===== config.mk =====
export PLATFORM = sky130hd
export DESIGN_NAME = branch_predictor_2lvl
export DESIGN_NICKNAME = d
export VERILOG_FILES = /design/src/rtl/bp_pkg.sv /design/src/rtl/sat_counter_next.sv /design/src/rtl/branch_predictor_2lvl.sv
export SDC_FILE = /design/constraint.sdc
export NUM_CORES = 1
export LEC_CHECK = 0
export CORE_MARGIN = 2
export CORE_UTILIZATION = 55
export DETAILED_ROUTE_END_ITERATION = 8
export MAX_ROUTING_LAYER = met4
export PLACE_DENSITY = 0.73
export SLEW_MARGIN = 20
export SYNTH_ARGS = -nofsm -noshare
export SYNTH_HDL_FRONTEND = slang
export SYNTH_SLANG_ARGS = --single-unit

===== constraint.sdc =====
create_clock -name clk -period 12.7 [get_ports clk]
set_clock_uncertainty 0.05 [all_clocks]
set_input_delay 2.54 -clock clk [delete_from_list [all_inputs] [get_ports clk]]
set_output_delay 2.54 -clock clk [all_outputs]
set_load 0.02 [all_outputs]

===== src/rtl/bp_pkg.sv =====
// Shared definitions for the two-level local-history branch predictor.
// Latency: n/a (types, constants and a combinational helper only).
// Backpressure: n/a.
package bp_pkg;

    // Default geometry.
    localparam int BP_PC_W      = 32;
    localparam int BP_BHT_IDX_W = 4;
    localparam int BP_HIST_W    = 4;
    localparam int BP_PC_BITS   = 3;
    localparam int BP_PC_LSB    = 0;
    localparam int BP_CTR_W     = 2;
    localparam int BP_CTR_INIT  = 1;   // weakly not-taken for a 2-bit counter

    // Upper bounds for the fold helper's fixed-width arguments.
    localparam int BP_PC_MAX_W    = 64;
    localparam int BP_FOLD_MAX_W  = 16;
    localparam int BP_FOLD_SEL_W  = 4;

    typedef enum logic {
        INIT,
        RUN
    } bp_state_e;

    // XOR-fold of pc in idx_w-bit chunks, LSB first. Bit i of the PC lands on
    // bit (i mod idx_w) of the result, which zero-pads a short top chunk.
    function automatic logic [BP_FOLD_MAX_W-1:0] bp_fold(
        input logic [BP_PC_MAX_W-1:0] pc,
        input int                     pc_w,
        input int                     idx_w
    );
        logic [BP_FOLD_MAX_W-1:0] acc;
        logic [BP_FOLD_SEL_W-1:0] j;
        acc = '0;
        j   = '0;
        for (int i = 0; i < BP_PC_MAX_W; i++) begin
            if (i < pc_w) begin
                acc[j] = acc[j] ^ pc[i];
                j = (int'(j) == idx_w - 1) ? '0 : j + BP_FOLD_SEL_W'(1);
            end
        end
        return acc;
    endfunction

endpackage


===== src/rtl/sat_counter_next.sv =====
// Saturating up/down counter next-state: +1 on taken, -1 on not-taken, clamped.
// Latency: combinational.
// Backpressure: none.
// Ports: ctr (current value), taken (resolved direction), ctr_next (result).
module sat_counter_next #(
    parameter int CTR_W = 2
) (
    input  logic [CTR_W-1:0] ctr,
    input  logic             taken,
    output logic [CTR_W-1:0] ctr_next
);

    localparam logic [CTR_W-1:0] CTR_MAX = {CTR_W{1'b1}};

    always_comb begin
        ctr_next = ctr;
        if (taken) begin
            if (ctr != CTR_MAX) ctr_next = ctr + CTR_W'(1);
        end else begin
            if (ctr != '0) ctr_next = ctr - CTR_W'(1);
        end
    end

endmodule


===== src/rtl/branch_predictor_2lvl.sv =====
// Two-level local-history branch predictor: BHT of shift histories indexes a PHT of counters.
// Latency: prediction registered, valid one cycle after an accepted request; clear takes max(BHT,PHT) depth cycles.
// Backpressure: ready_o low during table clear; requests and updates seen while not ready are dropped.
// Ports: clk/resetn (sync, active-low); pred_req_i/pc_i lookup in; pred_valid_o/taken_o/pht_idx_o/bht_idx_o
//        registered prediction out; upd_valid_i/upd_pht_idx_i/upd_bht_idx_i/upd_taken_i retire training in.
module branch_predictor_2lvl
    import bp_pkg::*;
#(
    parameter int PC_W      = BP_PC_W,
    parameter int BHT_IDX_W = BP_BHT_IDX_W,
    parameter int HIST_W    = BP_HIST_W,
    parameter int PC_BITS   = BP_PC_BITS,
    parameter int PC_LSB    = BP_PC_LSB,
    parameter int CTR_W     = BP_CTR_W,
    parameter int CTR_INIT  = BP_CTR_INIT
) (
    input  logic                      clk,
    input  logic                      resetn,
    input  logic                      pred_req_i,
    input  logic [PC_W-1:0]           pc_i,
    output logic                      ready_o,
    output logic                      pred_valid_o,
    output logic                      taken_o,
    output logic [PC_BITS+HIST_W-1:0] pht_idx_o,
    output logic [BHT_IDX_W-1:0]      bht_idx_o,
    input  logic                      upd_valid_i,
    input  logic [PC_BITS+HIST_W-1:0] upd_pht_idx_i,
    input  logic [BHT_IDX_W-1:0]      upd_bht_idx_i,
    input  logic                      upd_taken_i
);

    localparam int PHT_IDX_W = PC_BITS + HIST_W;
    localparam int BHT_DEPTH = 1 << BHT_IDX_W;
    localparam int PHT_DEPTH = 1 << PHT_IDX_W;
    localparam int CLR_DEPTH = (BHT_DEPTH > PHT_DEPTH) ? BHT_DEPTH : PHT_DEPTH;
    localparam int PTR_W     = (BHT_IDX_W > PHT_IDX_W) ? BHT_IDX_W : PHT_IDX_W;

    logic [HIST_W-1:0] bht [BHT_DEPTH];
    logic [CTR_W-1:0]  pht [PHT_DEPTH];

    bp_state_e         state_q, state_d;
    logic [PTR_W-1:0]  ptr_q, ptr_d;

    logic              run;
    logic              upd_fire;
    logic              lk_fire;
    logic [HIST_W-1:0] upd_hist;
    logic [CTR_W-1:0]  upd_ctr;
    logic [BHT_IDX_W-1:0] lk_bht_idx;
    logic [HIST_W-1:0]    lk_hist;
    logic [PHT_IDX_W-1:0] lk_pht_idx;
    logic [CTR_W-1:0]     lk_ctr;

    // ---------------- clear FSM ----------------
    always_ff @(posedge clk) begin
        if (!resetn) begin
            state_q <= INIT;
            ptr_q   <= '0;
        end else begin
            state_q <= state_d;
            ptr_q   <= ptr_d;
        end
    end

    always_comb begin
        state_d = state_q;
        ptr_d   = ptr_q;
        case (state_q)
            INIT: begin
                ptr_d = ptr_q + PTR_W'(1);
                if (ptr_q == PTR_W'(CLR_DEPTH - 1)) begin
                    state_d = RUN;
                    ptr_d   = '0;
                end
            end
            RUN:     state_d = RUN;
            default: state_d = INIT;
        endcase
    end

    assign run      = (state_q == RUN);
    assign ready_o  = run;
    assign upd_fire = run & upd_valid_i;
    assign lk_fire  = run & pred_req_i;

    // ---------------- update datapath ----------------
    // Dropping the top bit of {hist, taken} shifts the outcome in at the LSB.
    assign upd_hist = HIST_W'({bht[upd_bht_idx_i], upd_taken_i});

    sat_counter_next #(.CTR_W(CTR_W)) u_ctr_next (
        .ctr      (pht[upd_pht_idx_i]),
        .taken    (upd_taken_i),
        .ctr_next (upd_ctr)
    );

    // ---------------- lookup with same-cycle forwarding ----------------
    // The history is forwarded first, so the PHT index (and hence the counter
    // forward decision) is formed from the post-update history.
    assign lk_bht_idx = BHT_IDX_W'(bp_fold(BP_PC_MAX_W'(pc_i), PC_W, BHT_IDX_W));
    assign lk_hist    = (upd_fire && lk_bht_idx == upd_bht_idx_i) ? upd_hist : bht[lk_bht_idx];
    assign lk_pht_idx = {pc_i[PC_LSB +: PC_BITS], lk_hist};
    assign lk_ctr     = (upd_fire && lk_pht_idx == upd_pht_idx_i) ? upd_ctr : pht[lk_pht_idx];

    // ---------------- tables ----------------
    always_ff @(posedge clk) begin
        if (state_q == INIT) begin
            if (int'(ptr_q) < BHT_DEPTH) bht[ptr_q[BHT_IDX_W-1:0]] <= '0;
            if (int'(ptr_q) < PHT_DEPTH) pht[ptr_q[PHT_IDX_W-1:0]] <= CTR_W'(CTR_INIT);
        end else if (upd_valid_i) begin
            bht[upd_bht_idx_i] <= upd_hist;
            pht[upd_pht_idx_i] <= upd_ctr;
        end
    end

    // ---------------- registered prediction ----------------
    always_ff @(posedge clk) begin
        if (!resetn) begin
            pred_valid_o <= 1'b0;
            taken_o      <= 1'b0;
            pht_idx_o    <= '0;
            bht_idx_o    <= '0;
        end else begin
            pred_valid_o <= lk_fire;
            if (lk_fire) begin
                taken_o   <= lk_ctr[CTR_W-1];
                pht_idx_o <= lk_pht_idx;
                bht_idx_o <= lk_bht_idx;
            end
        end
    end

endmodule


logic_types.png
(1.5 px per µm)
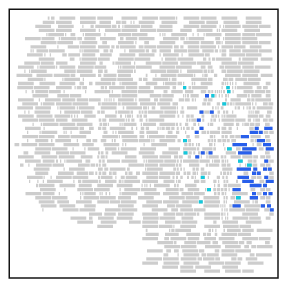
| color | family | cells | most used | where |
|---|---|---|---|---|
| cyan | non-inverting ao/oa cells | 14 | o211a_1 | right middle |
| blue | xor and xnor cells | 42 | xnor2_1 | right middle |

flops_by_reg.png
(3 px per µm)
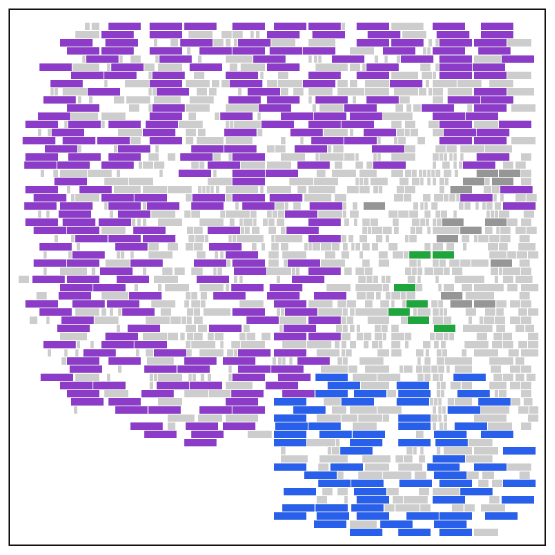
| color | name in the netlist | placed flops |
|---|---|---|
| blue | `bht` | 64 |
| green | `ptr_q` | 7 |
| purple | `pht` | 256 |
not colored: 14

congestion.png
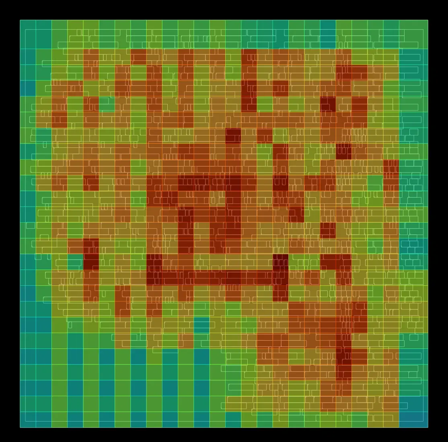
met1 usage: 0.3818
met3 Usage GRT: 0.07140
GRT Total Usage: 0.2770
WL/cell: 26.70 µm
fin util: 0.6322

detail.png
Region (121, 121) to (146, 146) µm. Cells in gray, sequential cells in the stronger gray; small squares are vias.
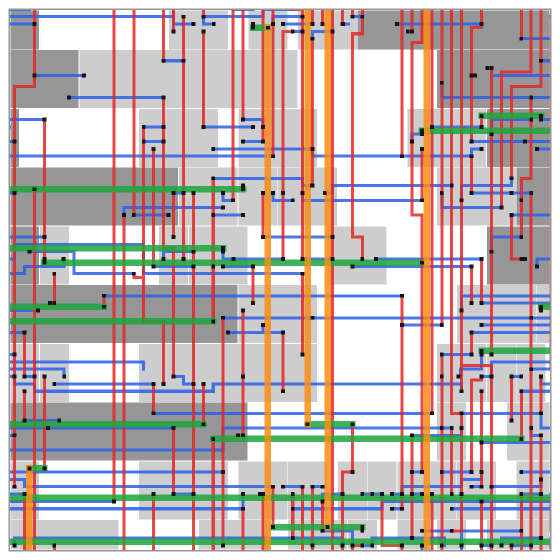
| color | layer |
|---|---|
| blue | metal 1 |
| green | metal 3 |
| red | metal 2 |
| orange | metal 4 |
netlist names of flops here include: `pht` (4)
most frequent: nand2_1 (11), mux2i_1 (6), a22oi_1 (5)
sequential cells in the window: 4
cells with their middle in the window: 46

layer_met1.png
(1.5 px per µm)
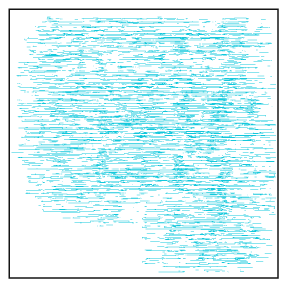
share of all routed wire: 39%
longest straight run: 57.0 µm
main direction: horizontal
nets with wire on the layer: 1136

layout make-up:
cell class              instances  area [µm²]
clock buffers                  41       919.6
clock inverters                25       339.1
fillers                      2153       10960
inverters                       8       30.03
multi-input cells             685        6284
flip-flops and latches        341       10030
well taps                     390       488.0
repair buffers                 77       747.0
flip-flops by register name, indices dropped and copies added (netlist names):
name,cells
bht,64
bht_idx_o,4
pht,256
pht_idx_o,7
pred_valid_o,1
ptr_q,7
ready_o,1
taken_o,1
cells by family after synthesis:
group	count (synthesis)	share of synthesized area
compound gates	136	0.05983
xor+xnor	42	0.03299
fa+ha+maj	1	0.0007496
buf+inv	84	0.02436
flops	341	0.6009
mux	185	0.1954
simple gates	321	0.08576
placed cells by master (no fill, tap or decap), types with 4 or more instances in the layout:
| cell type | count |
|---|---|
| mux2i_1 | 66 |
| o22ai_1 | 4 |
| edfxtp_1 | 320 |
| mux4_2 | 102 |
| and3_1 | 16 |
| nor3b_1 | 8 |
| a221oi_1 | 4 |
| inv_1 | 8 |
| nor3_1 | 9 |
| clkinv_2 | 8 |
| bufinv_16 | 7 |
| mux4_1 | 7 |
| dfxtp_1 | 21 |
| mux2_2 | 8 |
| a21boi_0 | 6 |
| clkbuf_16 | 36 |
| a2111oi_0 | 11 |
| nand2_1 | 60 |
| o31ai_1 | 8 |
| clkbuf_1 | 5 |
| clkdlybuf4s50_1 | 59 |
| o211ai_1 | 4 |
| nand4_1 | 7 |
| o211a_1 | 4 |
| a31oi_1 | 7 |
| xnor2_2 | 8 |
| or3_1 | 5 |
| and2_1 | 11 |
| nor2_1 | 162 |
| buf_4 | 15 |
| o21ai_0 | 22 |
| nor2b_1 | 4 |
| a21oi_1 | 13 |
| nand3_1 | 24 |
| nand2b_1 | 6 |
| xnor2_1 | 23 |
| a22oi_1 | 23 |
layer usage:
| layer | global-route usage | vias up |
|---|---|---|
| met3 | 0.07140 | 102 |
| met2 | 0.4049 | 667 |
| met5 | - | - |
| met1 | 0.3818 | 5198 |
| met4 | 0.09654 | 0 |
| li1 | - | 4474 |
metrics by stage:
stage | instances | setup slack, ns | instance area (µm²) | util | power (mW)
2_1_floorplan | 1110 | 1.638 | 16690 | - | 1.769
3_3_place_gp | 1500 | 4.791 | 17550 | 0.5889 | 1.954
3_5_place_dp | 1500 | 4.590 | 17550 | 0.5889 | 1.969
4_1_cts | 1566 | 5.101 | 18810 | 0.6311 | 3.072
5_1_grt | 1567 | 4.665 | 18840 | 0.6322 | 3.168
6_report | 1567 | 4.825 | 18840 | 0.6322 | 3.077
tightest hold or removal path, stage by stage (launching register included):
cell      delay [ns]
dfxtp_1         0.31
nand2_1         0.05
a21boi_0        0.06
path summary, 6_finish.rpt:
kind,start,endpoint,depth (start not counted)
hold / removal,pht_idx_o[6]$_SDFFE_PN0P_,pht_idx_o[6]$_SDFFE_PN0P_,2
setup reg to reg,ready_o$_SDFF_PN0_,taken_o$_SDFFE_PN0P_,11
hold reg to reg,pht_idx_o[6]$_SDFFE_PN0P_,pht_idx_o[6]$_SDFFE_PN0P_,2
setup / recovery,pc_i[0],taken_o$_SDFFE_PN0P_,14
==> results.json <==
{
  "grt_pass1_vias": 10340,
  "drt_iter0_drc": 1562,
  "hold_buffers": 0,
  "crit_path_end_kind": "register",
  "powerSeq_mw": 1.22,
  "status": "complete, no violations",
  "p_switching_mw": 0.8977,
  "synth-area-yosys_um2": 16690,
  "drt_first_pass_iters": 6,
  "hold_slack_ns": 0.4180,
  "syn_nets": 1159,
  "routed.top_layer": "met4",
  "period_used_share": 0.6201,
  "max-vdd-ir-drop_uv": 98.13,
  "setup.worst_path.start_class": "input port",
  "hold_class": "reg2reg",
  "cts_setup_buffers": 0,
  "drc": 0,
  "top_area_frac": 0.5758,
  "warnings": 28,
  "critPathSlowestCell": "nand2_4",
  "p_sw_frac": 0.2918,
  "internal-power_mw": 2.179,
  "finalHoldViolCount": 0,
  "cp_max_fo": 55,
  "crit_type": "in2reg",
  "fin_setup_tns_ns": 0,
  "port_buffers": 61,
  "syn-instance-count": 1110,
  "power.group.top": "registers",
  "ys_ff": 341,
  "hpwl_mm": 27.06,
  "dr_wl_met3_mm": 4.861,
  "wl_met2_mm": 19.07,
  "yosysUniqueCellTypes": 70,
  "setup_viol": 0,
  "flop_cell": "edfxtp_1",
  "powerDensity_nw_per_um2": 163.3,
  "die_h_um": 178.2,
  "antenna_cells": 0,
  "rows": 63,
  "p_seq_frac": 0.397,
  "routed_wl_mm": 41.85,
  "grt_max_degree": 129,
  "ys_cells": 1110,
  "powerClk_mw": 1.11,
  "routedLengthMet1_mm": 16.50,
  "path_cells": "clkdlybuf4s50_1, xnor2_4, xnor2_2, xor2_4, mux4_1, a22oi_4, o211ai_4, nand2_4, a2111oi_0, o41ai_1, o31ai_1, nor4_1, a41oi_1, a21oi_1"
}
Power is estimated from default activity; no workload was simulated.
